--- src/rtl/add_station_if.sv ---
`default_nettype none
// ============================================================================
// Module      : add_station_if
// Description : Bundle of the dispatch handshake and result buses around the
//               ADD reservation station.
//               master : dispatcher / environment side (drives issue + buses)
//               slave  : the station itself
//   issue_valid      dispatcher presents an ADD this cycle
//   issue_q1/q2      source tags, 8'h00 = matching value already valid
//   issue_v1/v2      source values (meaningful only when tag is 0)
//   issue_ready      at least one station entry is free
//   issue_tag        tag the next accepted issue receives, 8'h00 when full
//   loadbus/multbus  {tag[39:32], data[31:0]} result buses, tag 0 = idle
//   addbus           registered {tag, value} broadcast of this station
// Revision    : 1.0 - initial release
// ============================================================================
interface add_station_if;
  logic        issue_valid;
  logic [7:0]  issue_q1;
  logic [7:0]  issue_q2;
  logic [31:0] issue_v1;
  logic [31:0] issue_v2;
  logic        issue_ready;
  logic [7:0]  issue_tag;
  logic [39:0] loadbus;
  logic [39:0] multbus;
  logic [39:0] addbus;

  modport master (
    output issue_valid, issue_q1, issue_q2, issue_v1, issue_v2,
    output loadbus, multbus,
    input  issue_ready, issue_tag, addbus
  );

  modport slave (
    input  issue_valid, issue_q1, issue_q2, issue_v1, issue_v2,
    input  loadbus, multbus,
    output issue_ready, issue_tag, addbus
  );
endinterface
`default_nettype wire

--- src/rtl/add_station.sv ---
`default_nettype none
// ============================================================================
// Module      : add_station
// Description : Reservation station and two-stage adder for the ADD unit.
//               Holds dispatched ADDs until both operands are valid, selects
//               the lowest-index ready entry each cycle, adds in an execute
//               register and broadcasts {tag, value} on addbus one edge later.
//               Operands are snooped from addbus, multbus and loadbus.
// Ports       : clk  - clock, all state on the rising edge
//               rst  - asynchronous active-high reset
//               bus  - add_station_if.slave (issue handshake + result buses)
// Parameters  : TAG_BASE - tag of entry 0; entry i uses TAG_BASE+i
//               ENTRIES  - number of station entries (1..8)
// Revision    : 1.0 - initial release
// ============================================================================
module add_station #(
  parameter logic [7:0] TAG_BASE = 8'h20,
  parameter int         ENTRIES  = 3
) (
  input wire           clk,
  input wire           rst,
  add_station_if.slave bus
);

  localparam int IDXW = (ENTRIES > 1) ? $clog2(ENTRIES) : 1;

  // --------------------------------------------------------------------------
  // Entry storage
  // --------------------------------------------------------------------------
  logic [ENTRIES-1:0] r_busy;
  logic [ENTRIES-1:0] r_inflight;
  logic [7:0]         r_q1 [ENTRIES];
  logic [7:0]         r_q2 [ENTRIES];
  logic [31:0]        r_v1 [ENTRIES];
  logic [31:0]        r_v2 [ENTRIES];

  // Execute stage and broadcast register
  logic               r_ex_valid;
  logic [IDXW-1:0]    r_ex_idx;
  logic [7:0]         r_ex_tag;
  logic [31:0]        r_ex_val;
  logic [39:0]        r_addbus;

  // --------------------------------------------------------------------------
  // Operand snoop: a pending tag is replaced by the data of whichever result
  // bus carries it. Tags are unique so only one bus can match; the fixed
  // priority merely keeps the outcome defined if that is ever violated.
  // Bus tag 0 means idle and can never match since only nonzero q is looked up.
  // --------------------------------------------------------------------------
  function automatic logic [39:0] snoop(
    input logic [7:0]  q,
    input logic [31:0] v,
    input logic [39:0] ab,
    input logic [39:0] mb,
    input logic [39:0] lb
  );
    logic [39:0] res;
    res = {q, v};
    if (q != 8'h00) begin
      if (ab[39:32] == q) begin
        res = {8'h00, ab[31:0]};
      end else if (mb[39:32] == q) begin
        res = {8'h00, mb[31:0]};
      end else if (lb[39:32] == q) begin
        res = {8'h00, lb[31:0]};
      end
    end
    return res;
  endfunction

  // Snooped next values for each held entry
  logic [39:0] w_snp1 [ENTRIES];
  logic [39:0] w_snp2 [ENTRIES];

  always_comb begin
    for (int i = 0; i < ENTRIES; i++) begin
      w_snp1[i] = snoop(r_q1[i], r_v1[i], r_addbus, bus.multbus, bus.loadbus);
      w_snp2[i] = snoop(r_q2[i], r_v2[i], r_addbus, bus.multbus, bus.loadbus);
    end
  end

  // The operands being accepted see the same buses, so a producer that
  // broadcasts in the accept cycle is not missed.
  logic [39:0] w_iss1;
  logic [39:0] w_iss2;

  always_comb begin
    w_iss1 = snoop(bus.issue_q1, bus.issue_v1, r_addbus, bus.multbus, bus.loadbus);
    w_iss2 = snoop(bus.issue_q2, bus.issue_v2, r_addbus, bus.multbus, bus.loadbus);
  end

  // --------------------------------------------------------------------------
  // Ready vector: an entry may be selected once both operands are present and
  // it is not already in the execute stage.
  // --------------------------------------------------------------------------
  logic [ENTRIES-1:0] w_ready;

  generate
    for (genvar gi = 0; gi < ENTRIES; gi++) begin : g_ready
      assign w_ready[gi] = r_busy[gi] && !r_inflight[gi] &&
                           (r_q1[gi] == 8'h00) && (r_q2[gi] == 8'h00);
    end
  endgenerate

  // Lowest-index free entry (accept target) and lowest-index ready entry
  // (select target). Scanning downward lets the lowest index win.
  logic            w_free_any;
  logic [IDXW-1:0] w_free_idx;
  logic            w_sel_any;
  logic [IDXW-1:0] w_sel_idx;

  always_comb begin
    w_free_any = 1'b0;
    w_free_idx = '0;
    w_sel_any  = 1'b0;
    w_sel_idx  = '0;
    for (int i = ENTRIES - 1; i >= 0; i--) begin
      if (!r_busy[i]) begin
        w_free_any = 1'b1;
        w_free_idx = IDXW'(i);
      end
      if (w_ready[i]) begin
        w_sel_any = 1'b1;
        w_sel_idx = IDXW'(i);
      end
    end
  end

  logic w_accept;
  assign w_accept = bus.issue_valid && w_free_any;

  // --------------------------------------------------------------------------
  // State update
  // --------------------------------------------------------------------------
  always_ff @(posedge clk or posedge rst) begin
    if (rst) begin
      r_busy     <= '0;
      r_inflight <= '0;
      for (int i = 0; i < ENTRIES; i++) begin
        r_q1[i] <= 8'h00;
        r_q2[i] <= 8'h00;
        r_v1[i] <= 32'h0;
        r_v2[i] <= 32'h0;
      end
      r_ex_valid <= 1'b0;
      r_ex_idx   <= '0;
      r_ex_tag   <= 8'h00;
      r_ex_val   <= 32'h0;
      r_addbus   <= 40'h0;
    end else begin
      // Broadcast stage: an empty execute stage drives an idle bus.
      r_addbus <= r_ex_valid ? {r_ex_tag, r_ex_val} : 40'h0;

      // Execute stage: carry is discarded, sum wraps modulo 2^32.
      r_ex_valid <= w_sel_any;
      if (w_sel_any) begin
        r_ex_idx <= w_sel_idx;
        r_ex_tag <= TAG_BASE + 8'(w_sel_idx);
        r_ex_val <= r_v1[w_sel_idx] + r_v2[w_sel_idx];
      end

      // Operand capture for entries still waiting.
      for (int i = 0; i < ENTRIES; i++) begin
        if (r_busy[i]) begin
          r_q1[i] <= w_snp1[i][39:32];
          r_v1[i] <= w_snp1[i][31:0];
          r_q2[i] <= w_snp2[i][39:32];
          r_v2[i] <= w_snp2[i][31:0];
        end
      end

      // The entry whose result is being broadcast retires on this edge.
      // It is busy, so it can never be the accept target of the same edge,
      // and it is in flight, so it can never be the select target either.
      if (r_ex_valid) begin
        r_busy[r_ex_idx]     <= 1'b0;
        r_inflight[r_ex_idx] <= 1'b0;
      end

      if (w_sel_any) begin
        r_inflight[w_sel_idx] <= 1'b1;
      end

      // Accept into the lowest free entry; a request while full is dropped
      // and must be held by the dispatcher.
      if (w_accept) begin
        r_busy[w_free_idx]     <= 1'b1;
        r_inflight[w_free_idx] <= 1'b0;
        r_q1[w_free_idx]       <= w_iss1[39:32];
        r_v1[w_free_idx]       <= w_iss1[31:0];
        r_q2[w_free_idx]       <= w_iss2[39:32];
        r_v2[w_free_idx]       <= w_iss2[31:0];
      end
    end
  end

  // --------------------------------------------------------------------------
  // Outputs
  // --------------------------------------------------------------------------
  assign bus.issue_ready = w_free_any;
  assign bus.issue_tag   = w_free_any ? (TAG_BASE + 8'(w_free_idx)) : 8'h00;
  assign bus.addbus      = r_addbus;

endmodule
`default_nettype wire

--- src/flat_wrapper.sv ---
// flat-port wrapper written by rule: the top's interface ports become plain ports
module add_station_flat 
#(
  parameter logic [7:0] TAG_BASE = 8'h20,
  parameter int         ENTRIES  = 3
)
  (clk, rst, bus_issue_valid, bus_issue_q1, bus_issue_q2, bus_issue_v1, bus_issue_v2, bus_loadbus, bus_multbus, bus_issue_ready, bus_issue_tag, bus_addbus);
  add_station_if bus_i ();
  input wire clk;
  input wire rst;
  input wire logic [$bits(bus_i.issue_valid)-1:0] bus_issue_valid;
  input wire logic [$bits(bus_i.issue_q1)-1:0] bus_issue_q1;
  input wire logic [$bits(bus_i.issue_q2)-1:0] bus_issue_q2;
  input wire logic [$bits(bus_i.issue_v1)-1:0] bus_issue_v1;
  input wire logic [$bits(bus_i.issue_v2)-1:0] bus_issue_v2;
  input wire logic [$bits(bus_i.loadbus)-1:0] bus_loadbus;
  input wire logic [$bits(bus_i.multbus)-1:0] bus_multbus;
  output wire logic [$bits(bus_i.issue_ready)-1:0] bus_issue_ready;
  output wire logic [$bits(bus_i.issue_tag)-1:0] bus_issue_tag;
  output wire logic [$bits(bus_i.addbus)-1:0] bus_addbus;
  assign bus_i.issue_valid = bus_issue_valid;
  assign bus_i.issue_q1 = bus_issue_q1;
  assign bus_i.issue_q2 = bus_issue_q2;
  assign bus_i.issue_v1 = bus_issue_v1;
  assign bus_i.issue_v2 = bus_issue_v2;
  assign bus_i.loadbus = bus_loadbus;
  assign bus_i.multbus = bus_multbus;
  assign bus_issue_ready = bus_i.issue_ready;
  assign bus_issue_tag = bus_i.issue_tag;
  assign bus_addbus = bus_i.addbus;
  add_station #(.TAG_BASE(TAG_BASE), .ENTRIES(ENTRIES)) u_core (.clk(clk), .rst(rst), .bus(bus_i));
endmodule
--- config.mk ---
export PLATFORM = sky130hd
export DESIGN_NAME = add_station_flat
export DESIGN_NICKNAME = d
export VERILOG_FILES = /design/src/rtl/add_station_if.sv /design/src/rtl/add_station.sv /design/src/flat_wrapper.sv
export SDC_FILE = /design/constraint.sdc
export NUM_CORES = 2
export LEC_CHECK = 0
export CORE_UTILIZATION = 46
export DETAILED_ROUTE_END_ITERATION = 7
export GPL_ROUTABILITY_DRIVEN = 1
export PLACE_DENSITY = 0.74
export SLEW_MARGIN = 20
export SYNTH_ARGS = -nofsm -noshare
export SYNTH_HDL_FRONTEND = slang
export SYNTH_SLANG_ARGS = --single-unit
export TNS_END_PERCENT = 100
--- constraint.sdc ---
create_clock -name clk -period 10 [get_ports clk]
set_input_delay 1 -clock clk [delete_from_list [all_inputs] [get_ports clk]]
set_output_delay 1 -clock clk [all_outputs]
set_load 0.01 [all_outputs]
==> notes.md <==
impl run done, here's what came out: clk root buf=clkbuf_16, hold-critical path depth=1, status=complete, no violations, Psw=2860 uW, CP cell instances=nor3_1, nand3_1, nor4b_2, nand2_4, mux2i_1, a21oi_1, ha_1, inv_1, fa_1, nand2b_1, a21oi_1, o2111ai_1, a22o_1, o21ai_1, a221o_1, a21oi_1, xor2_1, o21ai_1, Max clock buf depth=3, Max-Cap Viols=0, CP Capture Point=u_core.r_ex_val[30], WL/cell=27.6 um, most frequent cells in the layout=a21oi_1 (379), dfrtp_1 (317), a221oi_1 (282), critical path peak fanout=47, Fill cells=4414, clock-net power=1450 uW, r2r endpoint=u_core.r_ex_val[30], DRT Pass-1 Iters=7, metal2 WL=40400 um, dominant register cell=dfrtp_1, drt drc=0, sequential cell count=317, slew margin rel.=20.1%, CP top delay family=simple AND/OR/NAND/NOR gates, core footprint=49000 um^2, Simple Share, Synth=12.0%, crit path max-delay cell type=nand2_4, number of setup buffers added after CTS=0, largest net degree at the start of global routing=100, total CTS buffers=37, number of antenna violations at the first check in global routing=2, sw frac=43.9%, logic share of the area=51.5%, tap cell count=664, Largest Pwr Group=combinational logic, Non-clock buffer share=9.26%, hold-fix buffers at CTS=0, Die X=225 um, peak supply drop=272 uV, Vias/cell=7.16, Startpoint Class=register, Hold EP=u_core.r_ex_tag[5], Cell Type Count=62, HP Start=u_core.r_ex_tag[5], Worst path max stage delay=690 ps, Clock Power Share=22.2%
kinds of logic after synthesis:
| logic type | count (synthesis) |
|---|---|
| xor gates and xnor gates | 183 |
| muxes | 62 |
| buffers and inverters | 404 |
| adders and majority gates | 32 |
| AOI/OAI and AO/OA | 1136 |
| and+or+nand+nor | 606 |
| other | 1 |
| DFF | 317 |
cell usage after synthesis, types with 4 or more instances:
cell,instances
nand2_1,187
nor2_1,231
nor2b_1,4
and3_1,5
ha_1,31
a221oi_1,282
nand4_1,37
a21o_1,21
dfrtp_1,317
o21ai_1,103
a22o_1,77
o21ai_0,34
clkbuf_1,200
buf_4,19
buf_2,87
nor4_1,4
o21a_1,6
mux2i_1,62
xnor2_1,142
o211ai_1,20
a211oi_1,56
buf_6,5
nand3_1,8
a31oi_1,19
inv_1,37
buf_1,28
xor2_1,41
a221o_1,20
clkbuf_2,25
a21oi_1,379
nand2b_1,15
a22oi_1,99
o21bai_1,4
or3_1,6
nor3_1,45
nor3_2,5
and2_1,42
or4_1,5
flip-flops by register name, summed over array words and instances, names as in the netlist:
register	count
u_core.bus.addbus	35
u_core.r_busy	3
u_core.r_ex_idx	1
u_core.r_ex_tag	2
u_core.r_ex_val	32
u_core.r_ex_valid	1
u_core.r_inflight	3
u_core.r_q1	24
u_core.r_q2	24
u_core.r_v1	96
u_core.r_v2	96
through the flow:
stage	setup slack, ps	cells	hold slack (ps)	total power (uW)	area, um^2
2_1_floorplan	229	2750	426	4060	22900
3_3_place_gp	4850	3300	441	4830	24600
3_5_place_dp	4690	3300	454	4940	24600
4_1_cts	4660	3366	472	6400	25900
5_1_grt	4250	3367	492	6840	25900
6_report	4550	3370	477	6530	25900
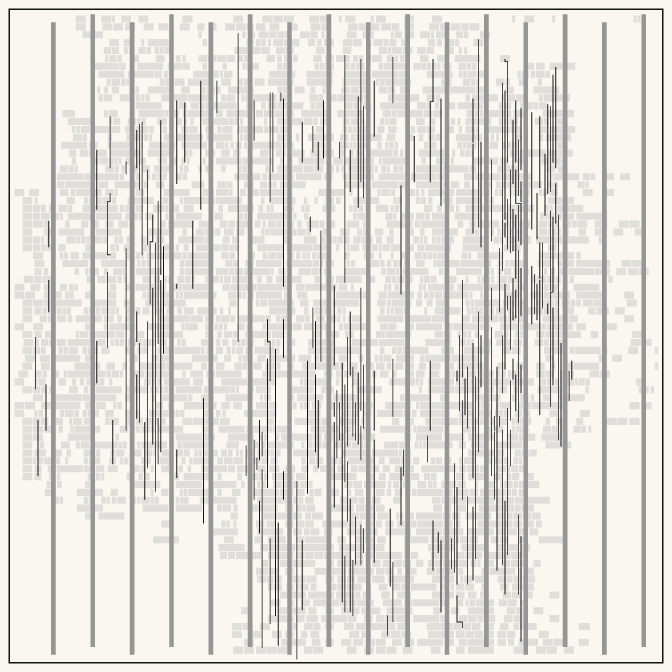
Figure 1: the metal 4 layer.
Supply wires on this layer in grey. Cells faint in the background.
The longest straight run is 106 um. 100 nets have wire on it. The layer carries 5380 um of wire.
WL final: 93000 um
via count: 24100

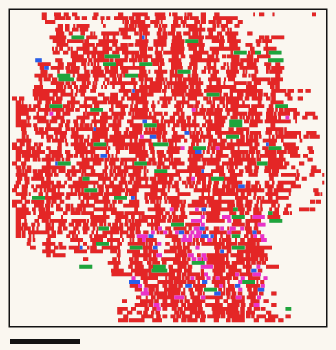
Figure 2: sizing map.
Bar = 50 um.
Key: magenta = _3 and _4 cells [cells 74, share 2.7%]; blue = _2 cells [cells 34, share 1.3%]; green = _6 and larger [cells 51, share 1.9%]; red = _0 and _1 cells [cells 2544, share 94%]

Power is estimated from default activity; no workload was simulated.
